## src/rtl/memory_stage.sv

```systemverilog
// Memory pipeline stage: branch resolution, data-memory req/ack access with a
// timeout watchdog, stall generation and the ME/WB pipeline latch.
//
// state | meaning
// ------+-------------------------------------------------------------------
// IDLE  | no access outstanding; a new access is requested combinationally
// WAIT  | request held, waiting for ack; watchdog counting down
// HOLD  | access complete but ME/WB not loading; read data held in buffer
module memory_stage #(
  parameter int DATA_W      = 32,
  parameter int ADDR_W      = 5,
  parameter int PC_W        = 32,
  parameter int TIMEOUT_CYC = 16,
  parameter int CNT_W       = 5
) (
  input  logic              clk,
  input  logic              reset,
  input  logic              rf_we_i,
  input  logic              mem_we_i,
  input  logic              mem2rf_i,
  input  logic              branch_i,
  input  logic              check_eq_i,
  input  logic [DATA_W-1:0] mem_wdata_i,
  input  logic [ADDR_W-1:0] rf_waddr_i,
  input  logic [DATA_W-1:0] alu_result_i,
  input  logic [PC_W-1:0]   pc_branch_i,
  input  logic              latch_en,
  input  logic              latch_clear,
  input  logic              dmem_ack_i,
  input  logic [DATA_W-1:0] dmem_rdata_i,
  output logic              dmem_req_o,
  output logic              dmem_we_o,
  output logic [DATA_W-1:0] dmem_addr_o,
  output logic [DATA_W-1:0] dmem_wdata_o,
  output logic              pc_src_o,
  output logic [PC_W-1:0]   pc_branch_o,
  output logic [DATA_W-1:0] rf_data_m_o,
  output logic [ADDR_W-1:0] rf_dst_m_o,
  output logic              rf_we_m_o,
  output logic              mem_stall_o,
  output logic              mem_err_o,
  output logic              rf_we_o,
  output logic [ADDR_W-1:0] rf_waddr_o,
  output logic [DATA_W-1:0] rf_wdata_o
);

  typedef enum logic [1:0] {
    S_IDLE = 2'd0,
    S_WAIT = 2'd1,
    S_HOLD = 2'd2
  } state_e;

  // Down-counter loaded on entry to WAIT; reaching zero in WAIT is the
  // (TIMEOUT_CYC-1)-th waiting cycle, where the access is abandoned.
  localparam logic [CNT_W-1:0] CNT_LOAD = CNT_W'(TIMEOUT_CYC - 2);
  localparam logic [CNT_W-1:0] CNT_ONE  = CNT_W'(1);

  state_e            state_q, state_d;
  logic [CNT_W-1:0]  cnt_q, cnt_d;
  logic [DATA_W-1:0] rbuf_q, rbuf_d;
  logic              err_q, err_d;
  logic              rf_we_q;
  logic [ADDR_W-1:0] rf_waddr_q;
  logic [DATA_W-1:0] rf_wdata_q;

  logic              access;
  logic              done;
  logic [DATA_W-1:0] rdata_sel;

  assign access       = mem_we_i | mem2rf_i;
  assign pc_src_o     = branch_i & ((alu_result_i == '0) == check_eq_i);
  assign pc_branch_o  = pc_branch_i;
  assign dmem_addr_o  = alu_result_i;
  assign dmem_wdata_o = mem_wdata_i;
  assign rf_data_m_o  = alu_result_i;
  assign rf_dst_m_o   = rf_waddr_i;
  assign rf_we_m_o    = rf_we_i;
  assign mem_stall_o  = access & ~done;
  assign mem_err_o    = err_q;
  assign rf_we_o      = rf_we_q;
  assign rf_waddr_o   = rf_waddr_q;
  assign rf_wdata_o   = rf_wdata_q;

  always_comb begin
    state_d    = state_q;
    cnt_d      = cnt_q;
    rbuf_d     = rbuf_q;
    err_d      = err_q;
    dmem_req_o = 1'b0;
    dmem_we_o  = 1'b0;
    done       = 1'b0;
    rdata_sel  = dmem_rdata_i;
    case (state_q)
      S_IDLE: begin
        dmem_req_o = access;
        dmem_we_o  = mem_we_i;
        if (access) begin
          if (dmem_ack_i) begin
            done = 1'b1;
            if (!latch_en) begin
              state_d = S_HOLD;
              rbuf_d  = dmem_rdata_i;
            end
          end else begin
            state_d = S_WAIT;
            cnt_d   = CNT_LOAD;
          end
        end
      end
      S_WAIT: begin
        dmem_req_o = 1'b1;
        dmem_we_o  = mem_we_i;
        if (dmem_ack_i) begin
          done = 1'b1;
        end else if (cnt_q == '0) begin
          // Abandoned access: writeback sees zero and the error is latched.
          done      = 1'b1;
          rdata_sel = '0;
          err_d     = 1'b1;
        end else begin
          cnt_d = cnt_q - CNT_ONE;
        end
        if (done) begin
          state_d = latch_en ? S_IDLE : S_HOLD;
          rbuf_d  = rdata_sel;
          cnt_d   = '0;
        end
      end
      S_HOLD: begin
        done      = 1'b1;
        rdata_sel = rbuf_q;
        if (latch_en) state_d = S_IDLE;
      end
      default: state_d = S_IDLE;
    endcase
  end

  always_ff @(posedge clk) begin
    if (reset) begin
      state_q <= S_IDLE;
      cnt_q   <= '0;
      rbuf_q  <= '0;
      err_q   <= 1'b0;
    end else begin
      state_q <= state_d;
      cnt_q   <= cnt_d;
      rbuf_q  <= rbuf_d;
      err_q   <= err_d;
    end
  end

  always_ff @(posedge clk) begin
    if (reset || latch_clear) begin
      rf_we_q    <= 1'b0;
      rf_waddr_q <= '0;
      rf_wdata_q <= '0;
    end else if (latch_en) begin
      if (mem_stall_o) begin
        rf_we_q    <= 1'b0;
        rf_waddr_q <= '0;
        rf_wdata_q <= '0;
      end else begin
        rf_we_q    <= rf_we_i;
        rf_waddr_q <= rf_waddr_i;
        rf_wdata_q <= mem2rf_i ? rdata_sel : alu_result_i;
      end
    end
  end

endmodule

```

## config.mk

```make
export PLATFORM = sky130hd
export DESIGN_NAME = memory_stage
export DESIGN_NICKNAME = d
export VERILOG_FILES = /design/src/rtl/memory_stage.sv
export SDC_FILE = /design/constraint.sdc
export NUM_CORES = 1
export LEC_CHECK = 0
export ABC_AREA = 0
export CORE_UTILIZATION = 30
export DETAILED_ROUTE_END_ITERATION = 12
export HOLD_SLACK_MARGIN = 0.06
export PLACE_DENSITY = 0.74
export SKIP_LAST_GASP = 1
export SLEW_MARGIN = 20
export SYNTH_ARGS = -nofsm -noshare
export SYNTH_HDL_FRONTEND = slang
export SYNTH_SLANG_ARGS = --single-unit
```

## constraint.sdc

```tcl
create_clock -name clk -period 2.3 [get_ports clk]
set_clock_uncertainty 0.15 [all_clocks]
set_input_delay 0.69 -clock clk [delete_from_list [all_inputs] [get_ports clk]]
set_output_delay 0.69 -clock clk [all_outputs]
set_load 0.005 [all_outputs]
```

### Track usage over the die, run 1

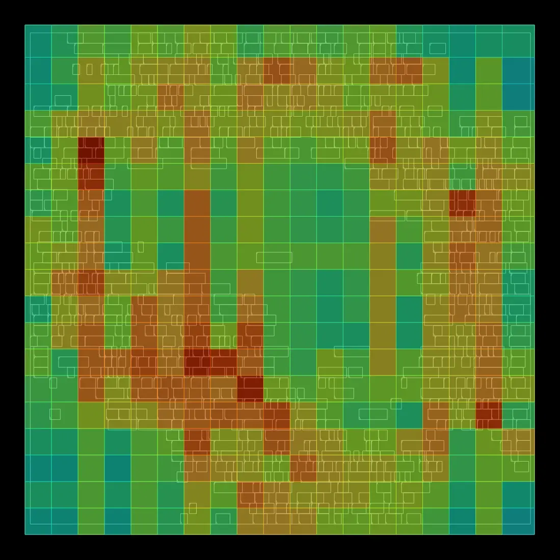
global routing usage on met1: 20.9%
met3 track utilization from global routing: 4.52%
post-DR wirelength/cell: 15.4 microns

### M1 wires, run 1

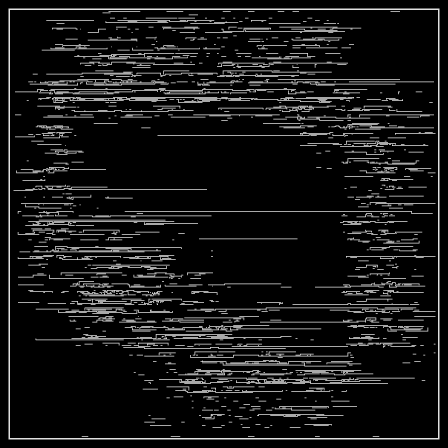
The layer carries 6650 microns of wire. The wires run mostly horizontal.
Vias: 4834
total detailed-routing wirelength: 15700 microns

### The metal 2 layer, run 1

Bar = 50 microns.
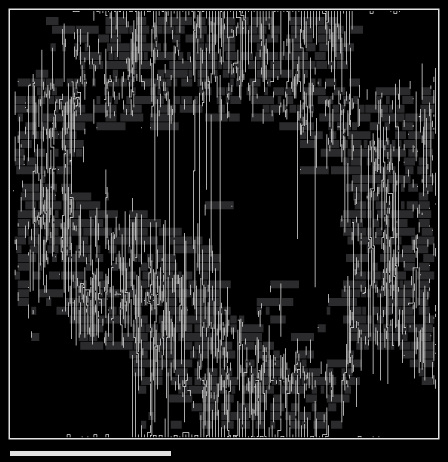
The layer holds 49% of the routed length. The wires run mostly vertical. The layer carries 7650 microns of wire. 772 nets have wire on it.
met2 demand-to-capacity share in global routing: 30.0%

==> flow_results.xml, run 1 <==
<?xml version="1.0" encoding="UTF-8"?>
<metrics>
  <group name="cts">
    <metric name="cts-root-buf" unit="">sky130_fd_sc_hd__clkbuf_16</metric>
  </group>
  <group name="layout">
    <metric name="num-nets-final" unit="">944</metric>
    <metric name="area.share.sequential" unit="%">21.0</metric>
    <metric name="syn_to_final_growth" unit="%">46.1</metric>
    <metric name="signal_buffers" unit="">287</metric>
  </group>
  <group name="drt">
    <metric name="ant_nets" unit="">0</metric>
    <metric name="drc" unit="">0</metric>
    <metric name="viasPerCell" unit="">4.73</metric>
  </group>
  <group name="floorplan">
    <metric name="die_area" unit="sq mm">0.0176</metric>
  </group>
  <group name="place">
    <metric name="dp_worst_setup_slack" unit="ns">-1.48</metric>
  </group>
  <group name="run_status">
    <metric name="outcome" unit="">finished with violations</metric>
    <metric name="failed_checks" unit="">negative setup slack</metric>
  </group>
  <group name="global_route">
    <metric name="grt-ovfl-total" unit="">0</metric>
  </group>
  <group name="logic_synthesis">
    <metric name="synth-seq-cells" unit="">78</metric>
    <metric name="simple_gate_area_share" unit="%">23.5</metric>
    <metric name="topCellsByArea" unit="">sky130_fd_sc_hd__dfxtp_1, sky130_fd_sc_hd__buf_4, sky130_fd_sc_hd__nand2b_1, sky130_fd_sc_hd__mux2i_1, sky130_fd_sc_hd__nand2_1</metric>
    <metric name="synth-edff-count" unit="">0</metric>
  </group>
  <group name="critical_path">
    <metric name="critPathCapture" unit="">pc_src_o</metric>
    <metric name="cp_data_required_time" unit="ns">1.46</metric>
  </group>
  <group name="worst_hold_path">
    <metric name="worstHoldStart" unit="">rf_wdata_o[9]</metric>
  </group>
  <group name="flow_run">
    <metric name="maxCapViolCount" unit="">0</metric>
  </group>
  <group name="sta">
    <metric name="grt_setup_unrepaired" unit="">true</metric>
    <metric name="finalSetupViolCount" unit="">2</metric>
    <metric name="setup_tns" unit="ns">-0.720</metric>
    <metric name="final.setup.worst_slack" unit="ns">-0.579</metric>
  </group>
  <group name="pwr">
    <metric name="p_seq" unit="mW">1.71</metric>
  </group>
</metrics>
## Run 2: what changed since run 1
--- a/constraint.sdc
+++ b/constraint.sdc
@@ -4,2 +4,2 @@
 set_output_delay 0.69 -clock clk [all_outputs]
-set_load 0.005 [all_outputs]
+set_load 0.05 [all_outputs]
==> flow_results.xml, run 2 <==
<?xml version="1.0" encoding="UTF-8"?>
<metrics>
  <group name="flow_run">
    <metric name="maxCapViolCount" unit="">0</metric>
  </group>
  <group name="sta">
    <metric name="finalSetupViolCount" unit="">2</metric>
    <metric name="final.setup.worst_slack" unit="ns">-0.687</metric>
    <metric name="grt_setup_unrepaired" unit="">true</metric>
    <metric name="timing.hold.ws" unit="ns">0.300</metric>
  </group>
  <group name="global_route">
    <metric name="grt-ovfl-total" unit="">0</metric>
    <metric name="groute.layer.met1.usage" unit="%">20.9</metric>
    <metric name="top_usage_layer" unit="">met2</metric>
  </group>
  <group name="logic_synthesis">
    <metric name="synth-edff-count" unit="">0</metric>
    <metric name="simple_gate_area_share" unit="%">23.5</metric>
    <metric name="synth-seq-cells" unit="">78</metric>
    <metric name="topCellsByArea" unit="">sky130_fd_sc_hd__dfxtp_1, sky130_fd_sc_hd__buf_4, sky130_fd_sc_hd__nand2b_1, sky130_fd_sc_hd__mux2i_1, sky130_fd_sc_hd__nand2_1</metric>
  </group>
  <group name="layout">
    <metric name="syn_to_final_growth" unit="%">56.1</metric>
    <metric name="num-nets-final" unit="">924</metric>
    <metric name="clockNetworkAreaShare" unit="%">4.39</metric>
    <metric name="antenna-diode-count" unit="">0</metric>
    <metric name="final_layout_top_logic_cell" unit="">sky130_fd_sc_hd__buf_4</metric>
    <metric name="signal_buffers" unit="">267</metric>
    <metric name="area.share.sequential" unit="%">19.7</metric>
  </group>
  <group name="drt">
    <metric name="drc" unit="">0</metric>
    <metric name="ant_nets" unit="">0</metric>
    <metric name="routedWlPerCell" unit="microns">15.5</metric>
  </group>
  <group name="floorplan">
    <metric name="die_area" unit="sq mm">0.0176</metric>
    <metric name="placeableCoreArea" unit="sq mm">0.0166</metric>
  </group>
  <group name="worst_hold_path">
    <metric name="worstHoldStart" unit="">rf_wdata_o[28]</metric>
  </group>
  <group name="run_status">
    <metric name="failed_checks" unit="">negative setup slack</metric>
    <metric name="outcome" unit="">finished with violations</metric>
  </group>
  <group name="place">
    <metric name="dp_worst_setup_slack" unit="ns">-1.26</metric>
  </group>
  <group name="critical_path">
    <metric name="cp_data_required_time" unit="ns">1.46</metric>
    <metric name="critPathCapture" unit="">pc_src_o</metric>
  </group>
</metrics>
### The metal 2 layer, run 2

Bar = 50 microns.
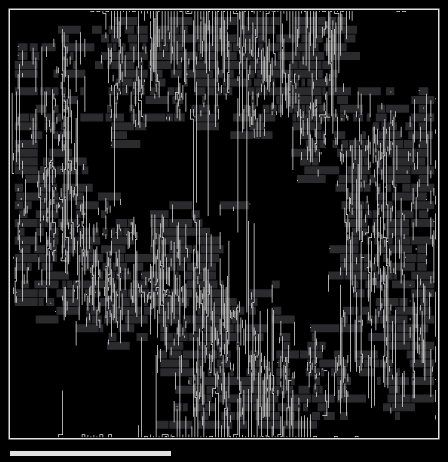
The wires run mostly vertical. The longest straight run is 78.9 microns. The layer holds 48% of the routed length. 751 nets have wire on it. The layer carries 7390 microns of wire.
total detailed-routing wirelength: 15500 microns
Vias: 4752
met2 demand-to-capacity share in global routing: 30.0%

### The metal 3 layer, run 2

Bar = 50 microns.
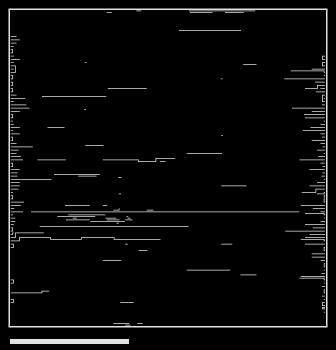
The longest straight run is 112 microns. The layer holds 7.4% of the routed length. The layer carries 1140 microns of wire. 155 nets have wire on it.
met3 track utilization from global routing: 5.29%

## Run 3: what changed since run 2
CORE_MARGIN = 3   (was unset)
CORE_UTILIZATION = 34   (was 30)
PLACE_DENSITY = 0.82   (was 0.74)
==> flow_results.xml, run 3 <==
<?xml version="1.0" encoding="UTF-8"?>
<metrics>
  <group name="logic_synthesis">
    <metric name="synth-seq-cells" unit="">78</metric>
    <metric name="synth-seq-area-share" unit="%">30.5</metric>
    <metric name="simple_gate_area_share" unit="%">23.5</metric>
    <metric name="number_of_cells_in_the_yosys_synthesis_report" unit="">673</metric>
    <metric name="yosysMostFrequentCell" unit="">sky130_fd_sc_hd__buf_4</metric>
    <metric name="synth-edff-count" unit="">0</metric>
    <metric name="ff_type" unit="">sky130_fd_sc_hd__dfxtp_1</metric>
  </group>
  <group name="floorplan">
    <metric name="placeableCoreArea" unit="sq mm">0.0146</metric>
    <metric name="core_util_floorplan" unit="%">34.9</metric>
    <metric name="floorplan.io_pins" unit="">320</metric>
    <metric name="die_area" unit="sq mm">0.0166</metric>
  </group>
  <group name="pwr">
    <metric name="p_seq" unit="mW">1.72</metric>
    <metric name="power.group.top" unit="">combinational cells</metric>
    <metric name="power_frac_seq" unit="%">24.5</metric>
    <metric name="power" unit="mW">7.01</metric>
  </group>
  <group name="cts">
    <metric name="ctsHtreeMaxLevel" unit="">3</metric>
    <metric name="cts-root-buf" unit="">sky130_fd_sc_hd__clkbuf_16</metric>
  </group>
  <group name="layout">
    <metric name="signal_buffers" unit="">266</metric>
    <metric name="area.share.sequential" unit="%">19.9</metric>
    <metric name="post_route_cells_drive_above_1_share" unit="%">32.1</metric>
    <metric name="antenna-diode-count" unit="">0</metric>
    <metric name="num-nets-final" unit="">923</metric>
    <metric name="clockNetworkAreaShare" unit="%">3.70</metric>
    <metric name="final_layout_top_logic_cell" unit="">sky130_fd_sc_hd__buf_4</metric>
    <metric name="syn_to_final_growth" unit="%">53.8</metric>
    <metric name="fin_area" unit="sq mm">0.00787</metric>
  </group>
  <group name="sta">
    <metric name="final.setup.worst_slack" unit="ns">-0.628</metric>
    <metric name="timing.hold.ws" unit="ns">0.306</metric>
    <metric name="grt_setup_unrepaired" unit="">true</metric>
    <metric name="setup_tns" unit="ns">-0.828</metric>
    <metric name="timing.final.max_slew_violations" unit="">0</metric>
    <metric name="finalSetupViolCount" unit="">2</metric>
  </group>
  <group name="critical_path">
    <metric name="cp-startpoint" unit="">alu_result_i[16]</metric>
    <metric name="worstPathBufferInverterCount" unit="">3</metric>
    <metric name="cp_data_required_time" unit="ns">1.46</metric>
    <metric name="critPathCapture" unit="">pc_src_o</metric>
    <metric name="r2r_start" unit="">state_q[0]</metric>
  </group>
  <group name="drt">
    <metric name="ant_nets" unit="">0</metric>
    <metric name="viasPerCell" unit="">5.04</metric>
    <metric name="drc" unit="">0</metric>
    <metric name="routedWlPerCell" unit="microns">16.6</metric>
  </group>
  <group name="worst_hold_path">
    <metric name="whs_path_depth" unit="">2</metric>
    <metric name="worstHoldStart" unit="">rf_wdata_o[1]</metric>
  </group>
  <group name="global_route">
    <metric name="grt-ovfl-total" unit="">0</metric>
    <metric name="grtUsageMet2" unit="%">31.4</metric>
    <metric name="top_usage_layer" unit="">met2</metric>
  </group>
  <group name="place">
    <metric name="post-dp-hpwl" unit="microns">11800</metric>
    <metric name="dp_worst_setup_slack" unit="ns">-1.19</metric>
  </group>
  <group name="run_status">
    <metric name="outcome" unit="">finished with violations</metric>
    <metric name="failed_checks" unit="">negative setup slack</metric>
  </group>
</metrics>
### Track usage over the die, run 3

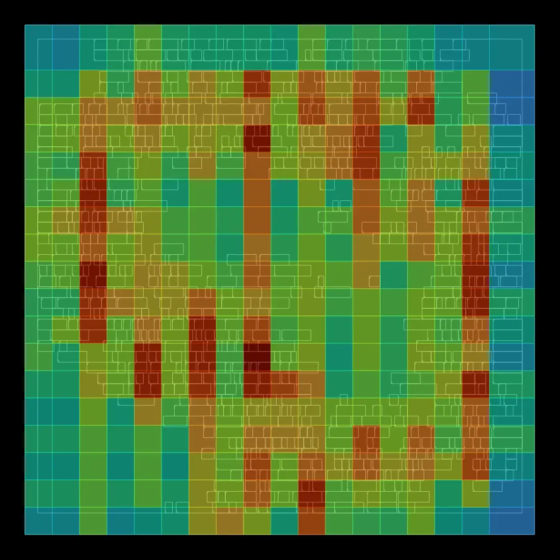
final core area utilization: 53.8%
met3 track utilization from global routing: 4.57%

### M1 wires, run 3

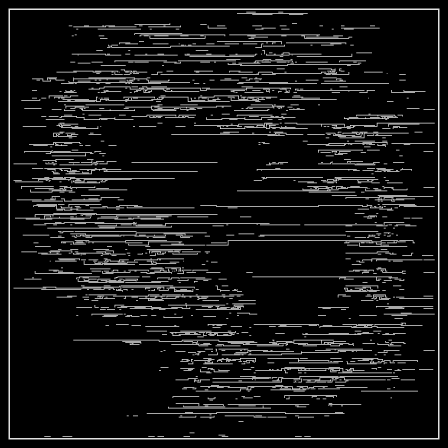
The layer holds 42% of the routed length. The longest straight run is 43.2 microns. The layer carries 6740 microns of wire.
global routing usage on met1: 23.0%
Vias: 4858
total detailed-routing wirelength: 16000 microns

No activity file was given, so power comes from the tool's default toggle rates.
